### config.mk
export PLATFORM = sky130hd
export DESIGN_NAME = serial_word_comparator
export DESIGN_NICKNAME = d
export VERILOG_FILES = /design/src/rtl/serial_word_comparator_pkg.sv /design/src/rtl/serial_word_comparator_bit_cell.sv /design/src/rtl/serial_word_comparator.sv
export SDC_FILE = /design/constraint.sdc
export NUM_CORES = 1
export LEC_CHECK = 0
export CAP_MARGIN = 20
export CORE_ASPECT_RATIO = 0.9
export CORE_UTILIZATION = 45
export CTS_CLUSTER_SIZE = 24
export DETAILED_ROUTE_END_ITERATION = 8
export PLACE_DENSITY_LB_ADDON = 0.15
export SETUP_SLACK_MARGIN = 0.05
export SYNTH_ARGS = -nofsm -noshare
export SYNTH_HDL_FRONTEND = slang
export SYNTH_SLANG_ARGS = --single-unit
### constraint.sdc
create_clock -name clk -period 1.6 [get_ports clk]
set_clock_uncertainty 0.2 [all_clocks]
set_input_delay 0.24 -clock clk [delete_from_list [all_inputs] [get_ports clk]]
set_output_delay 0.24 -clock clk [all_outputs]
set_load 0.03 [all_outputs]
### src/rtl/serial_word_comparator_pkg.sv
// Shared types for the bit-serial magnitude comparator: FSM states and the
// running equal/less/greater flag triple passed through the 1-bit cell.
package cmp_pkg;

    typedef enum logic [1:0] {
        IDLE  = 2'd0,
        SHIFT = 2'd1,
        DONE  = 2'd2
    } cmp_state_t;

    typedef struct packed {
        logic e;
        logic l;
        logic g;
    } cmp_flags_t;

    // Before any bit is seen the words are considered equal.
    localparam cmp_flags_t CMP_FLAGS_INIT = '{e: 1'b1, l: 1'b0, g: 1'b0};

endpackage

### src/rtl/serial_word_comparator_bit_cell.sv
// Cascadable 1-bit comparator cell: folds one bit pair (MSB first) into the
// running equal/less/greater flags.
module cmp_bit_cell
    import cmp_pkg::*;
(
    input  logic       a_bit,
    input  logic       b_bit,
    input  cmp_flags_t flags_in,
    output cmp_flags_t flags_out
);

    // Only the first differing bit decides; once e drops, l/g are frozen.
    assign flags_out.e = flags_in.e & (a_bit ~^ b_bit);
    assign flags_out.l = flags_in.l | (flags_in.e & ~a_bit &  b_bit);
    assign flags_out.g = flags_in.g | (flags_in.e &  a_bit & ~b_bit);

endmodule

### src/rtl/serial_word_comparator.sv
// Bit-serial unsigned magnitude comparator: one reused bit cell walks both
// operands MSB first over WIDTH cycles, then strobes done with eq/lt/gt.
module serial_word_comparator
    import cmp_pkg::*;
#(
    parameter int WIDTH = 8
) (
    input  logic             clk,
    input  logic             rst,
    input  logic             start,
    input  logic [WIDTH-1:0] a,
    input  logic [WIDTH-1:0] b,
    output logic             busy,
    output logic             done,
    output logic             eq,
    output logic             lt,
    output logic             gt
);

    localparam int CNT_W = (WIDTH > 1) ? $clog2(WIDTH) : 1;

    cmp_state_t       state_q, state_d;
    logic [WIDTH-1:0] a_sh_q, a_sh_d;
    logic [WIDTH-1:0] b_sh_q, b_sh_d;
    logic [CNT_W-1:0] cnt_q, cnt_d;
    cmp_flags_t       flags_q, flags_d;
    cmp_flags_t       res_q, res_d;
    cmp_flags_t       cell_out;

    cmp_bit_cell u_cell (
        .a_bit    (a_sh_q[WIDTH-1]),
        .b_bit    (b_sh_q[WIDTH-1]),
        .flags_in (flags_q),
        .flags_out(cell_out)
    );

    always_ff @(posedge clk) begin
        if (rst) begin
            state_q <= IDLE;
            a_sh_q  <= '0;
            b_sh_q  <= '0;
            cnt_q   <= '0;
            flags_q <= '0;
            res_q   <= '0;
        end else begin
            state_q <= state_d;
            a_sh_q  <= a_sh_d;
            b_sh_q  <= b_sh_d;
            cnt_q   <= cnt_d;
            flags_q <= flags_d;
            res_q   <= res_d;
        end
    end

    always_comb begin
        state_d = state_q;
        case (state_q)
            IDLE:    if (start) state_d = SHIFT;
            SHIFT:   if (cnt_q == '0) state_d = DONE;
            DONE:    state_d = IDLE;
            default: state_d = IDLE;
        endcase
    end

    // Datapath: load on accept, shift and fold one bit per SHIFT cycle.
    always_comb begin
        a_sh_d  = a_sh_q;
        b_sh_d  = b_sh_q;
        cnt_d   = cnt_q;
        flags_d = flags_q;
        res_d   = res_q;
        if (state_q == IDLE && start) begin
            a_sh_d  = a;
            b_sh_d  = b;
            cnt_d   = CNT_W'(WIDTH - 1);
            flags_d = CMP_FLAGS_INIT;
        end else if (state_q == SHIFT) begin
            a_sh_d  = a_sh_q << 1;
            b_sh_d  = b_sh_q << 1;
            flags_d = cell_out;
            if (cnt_q == '0) begin
                res_d = cell_out;
            end else begin
                cnt_d = cnt_q - CNT_W'(1);
            end
        end
    end

    always_comb begin
        busy = (state_q == SHIFT);
        done = (state_q == DONE);
        eq   = res_q.e;
        lt   = res_q.l;
        gt   = res_q.g;
    end

endmodule
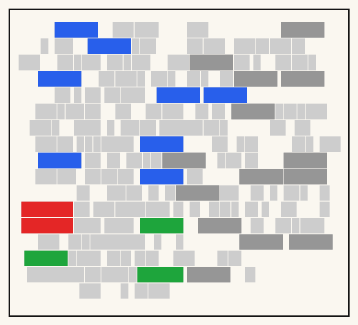
run_1/ff_map.png
Scale: 6 px per um. Other sequential cells in the stronger grey, the rest of the logic in the fainter grey.
name in the netlist	colour	flops
state_q	red	2
b_sh_q	blue	8
cnt_q	green	3
not coloured	14
Sequential Area: 549 um^2
Sequential Power: 798 uW

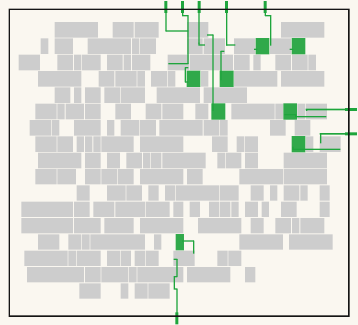
run_1/port_trees.png
Scale: 6 px per um.
port	colour	direction	edge	end cells	buffers	wire
a	green	input	5 top, 2 right, 1 bottom	8	8	104 um
IO Port Bufs: 23
I/O Pins: 24

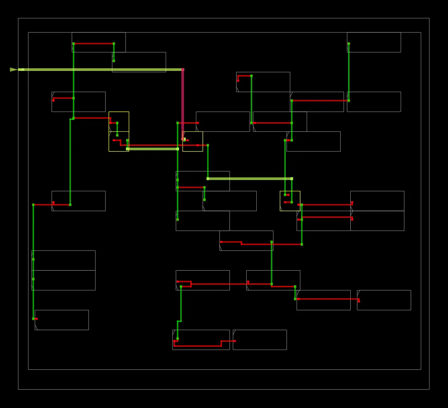
run_1/clock_nets.png
CTS sink cnt: 27
clkbuf count: 3
CTS buffer count: 3
clock group power: 300 uW

[run 1: worst max-delay path, stage by stage (launching register included)]
cell,delay [ns]
dfxtp_4,0.37
nand2b_4,0.14
buf_6,0.13
inv_4,0.05
buf_6,0.12
[run 1: area by class of cell]
class | instances | share of cell area, %
Tap cell | 28 | 2.14
Inverter | 8 | 1.99
Clock buffer | 3 | 1.38
Timing Repair Buffer | 39 | 22.1
Multi-Input combinational cell | 92 | 38.3
Clock inverter | 1 | 0.459
Sequential cell | 27 | 33.6
[run 1: per-layer routing]
layer,track usage (%),part of all wire (%),vias to the layer above
met5,0,0,-
met4,3.66,0.35,0
met3,5.32,2.9,2
met2,30.0,47,15
met1,25.4,50,509
li1,-,-,560
==> out/qor.yml, run 1 <==
pwr:
  total_leakage_power_nw: 0.626
  powerDensity_mw_per_mm2: 956
  power.group.top: "sequential cells"
  pg_comb_uw: 465
  p_clk_share_pct: 19.2
  combPwrFrac_pct: 29.7
  p_switching_uw: 480
place:
  post_dp_cell_area_mm2: 0.00148
  gp_congestion: 0.765
sta:
  finalCritPeriodShare_pct: 98.2
  min_period_ns: 1.57
  worst_slack_ns: 0.0291
  hold_viol: 0
  rsz0062_at_grt: "yes"
  whs_ns: 0.267
  tns_ns: 0
layout:
  lay_top_cells: "25 x nor2_1, 24 x dfxtp_1, 18 x clkdlybuf4s50_1"
  nFillCells: 213
  n_antenna_cell: 0
  layout-drive-gt1-share_pct: 25.3
  post-route-util_pct: 65.7
  fin_area_mm2: 0.00164
  reg_top3: "a_sh_q: 8 flops, b_sh_q: 8 flops"
  area_growth_pct: 36.7
  combGateArea_um2: 627
  nets: 192
yosys:
  yosysChipArea_mm2: 0.00120
  netlist_top_cells_area: "dfxtp_1 45%, a211oi_1 10%, nor2_1 8.2%"
  synth.distinct_cells: 30
  ys_sh_aoi_pct: 26.0
  mux_area_share_pct: 0
  async_flop_share_pct: 0
  post-synth-top-area-cell: "dfxtp_1"
  ys_seq_share_pct: 45.2
  netlist.area_leader.share_pct: 45.2
  synthFlopType: "dfxtp_1"
  syn-cell-area_mm2: 0.00120
  synth.avg_cell_area_um2: 8.73
  synthesis.nets: 158
  adder_share_pct: 2.09
  ys_cells: 137
  most_common_cell: "dfxtp_1"
  ys_ff: 27
  syn-instance-count: 137
clock_tree:
  clk_root_buffer_cell: "clkbuf_4"
  cts_tree: "yes"
  clk_path_buf_depth: 2
  cts_resized: 13
  h-tree-depth: 1
  postCtsHoldBufs: 0
job:
  warnings: 29
  max-cap-violations: 0
min_path:
  worstHoldEndpoint: "b_sh_q[0]"
  min_path_type: "in -> reg"
  hp-start: "b[0]"
routing:
  dr_total_vias: 1086
  dr.first_iter.drc_count: 33
  ant_nets: 0
  totalWireLength_mm: 2.60
  post_drt_via_cell_ratio: 5.48
  remaining_drc_errors: 0
  dr.pass1.iters: 4
critical_path:
  crit_required_ns: 1.16
  reg2reg_to: "cnt_q[2]"
  r2r-start: "cnt_q[1]"
  ff2ff_setup_slack_ns: 0.05
  cp_max_fo: 5
  r2r_cells: 5
floorplanning:
  fp_util_pct: 48.1
  core-area_mm2: 0.00249
  die_h_um: 50.9
  rows: 17
global_route:
  grt_usage_pct: 18.7
  grt_start_max_net_pins: 29
  grt_pass1_vias: 947
  antenna_found_initial: 0
  grt_pass1_wl_mm: 4.23
outcome:
  outcome: "complete, no violations"
==> run 1 -> run 2 <==
- SETUP_SLACK_MARGIN: 0.05 -> 0.3
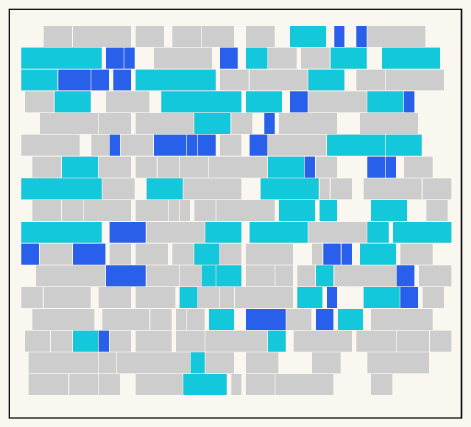
run_2/gates.png
Scale: 8 px per um.
family	colour	cells	most used
nor cells	blue	31	nor2_1
aoi and oai cells	cyan	42	a211oi_2
logic share of the area: 45.7%
most common logic cell in the routed design: dfxtp_1
Post-Layout Cell Count: 210

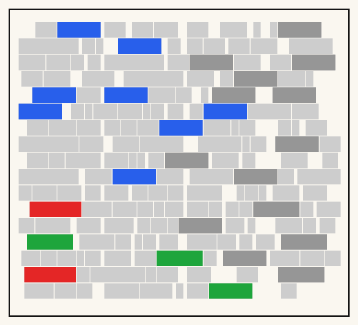
run_2/ff_map.png
Scale: 6 px per um. Other sequential cells in the stronger grey, the rest of the logic in the fainter grey.
name in the netlist	colour	flops
b_sh_q	blue	8
state_q	red	2
cnt_q	green	3
not coloured	14
Sequential Area: 554 um^2
Sequential Power: 833 uW

==> run 2 against run 1 <==
  * Cell count increased by 6.1%
  * Sequential cell count unchanged
  * Via count increased by 15%
  * Sequential power increased by 4.4%
  * Die size unchanged
  * Maximum frequency increased by 0.51%
  * Sequential share of layout area decreased by 7.8 points
==> out/qor.yml, run 2 <==
global_route:
  grtUsageMet1_pct: 29.6
  grt_usage_pct: 23.5
  grt_pass1_vias: 1160
  grt_use_met2_pct: 41.1
  grt.busiest_layer: "met2"
  met3_usage_pct: 3.29
  grt_start_max_net_pins: 29
routing:
  met2WireLength_mm: 1.93
  remaining_drc_errors: 0
  ant_nets: 0
  dr_total_vias: 1246
  drt-met1-wl_mm: 1.67
  totalWireLength_mm: 3.79
  highest_layer: "met4"
  dr.first_iter.drc_count: 23
place:
  gp_congestion: 0.760
  port_buffers: 23
  post_dp_cell_area_mm2: 0.00151
yosys:
  ys_seq_share_pct: 45.2
  synthesis.nets: 158
  netlist_top_cells_area: "dfxtp_1 45%, a211oi_1 10%, nor2_1 8.2%"
  synth.avg_cell_area_um2: 8.73
  syn-cell-area_mm2: 0.00120
  ys_cells: 137
  post-synth-top-area-cell: "dfxtp_1"
  async_flop_share_pct: 0
layout:
  combGateArea_um2: 983
  nets: 204
  sh_seq_area_pct: 25.8
  clock_buffers: 3
  lay_top_cells: "20 x dfxtp_1, 17 x clkdlybuf4s50_1, 17 x buf_4"
  logic_gate_count: 92
  layout.nonclk_buf_share_pct: 22.7
  nFillCells: 122
  n_all_buffers: 50
  flops: 27
  area_growth_pct: 79.9
  fin_area_mm2: 0.00215
  area_dominant_class: "combinational gates"
  layout-drive-gt1-share_pct: 60.4
critical_path:
  cp_max_fo: 5
  r2r-start: "state_q[1]"
  crit_path_top_delay_cell: "dfxtp_4"
  r2r_cells: 4
  cp_num_buf_inv: 1
  crit_chain: "nand2b_4 -> buf_4 -> or4_1 -> a31oi_1"
  crit_required_ns: 1.65
  reg2reg_to: "cnt_q[2]"
min_path:
  min_path_type: "in -> reg"
floorplanning:
  rows: 17
  tapCellCount: 28
  fp_util_pct: 48.1
  ioPinCount: 24
sta:
  rsz0062_at_grt: "yes"
  tns_ns: 0
  min_period_ns: 1.56
  worst_slack_ns: 0.0371
  hold_viol: 0
  whs_ns: 0.284
job:
  max-cap-violations: 0
  warnings: 30
pwr:
  powerDensity_mw_per_mm2: 873
outcome:
  outcome: "complete, no violations"
clock_tree:
  clock-sinks: 27
  numCtsBuffers: 3
  cts_tree: "yes"
  postCtsHoldBufs: 0
run 2: timing repair:
action,4_1_cts,5_1_grt
setup buffers,14,5
gates resized,58,63
gates cloned,1,0
setup endpoints to repair,28,32
pin swaps,29,15
run 2: report_power, final:
part	switching (mW)	internal, mW	leakage, nW	total (mW)
logic	0.358	0.391	0.537	0.749
clock network	0.204	0.0937	0.0177	0.298
registers	0.0828	0.750	0.226	0.833
run 2: kinds of logic after synthesis:
| family | synth area share (%) |
|---|---|
| and+or+nand+nor | 18.8 |
| DFF | 45.2 |
| xor gates and xnor gates | 0.732 |
| AOI/OAI and AO/OA | 26.0 |
| buffers and inverters | 7.11 |
| adders and majority gates | 2.09 |
Power and IR drop assume default switching activity.
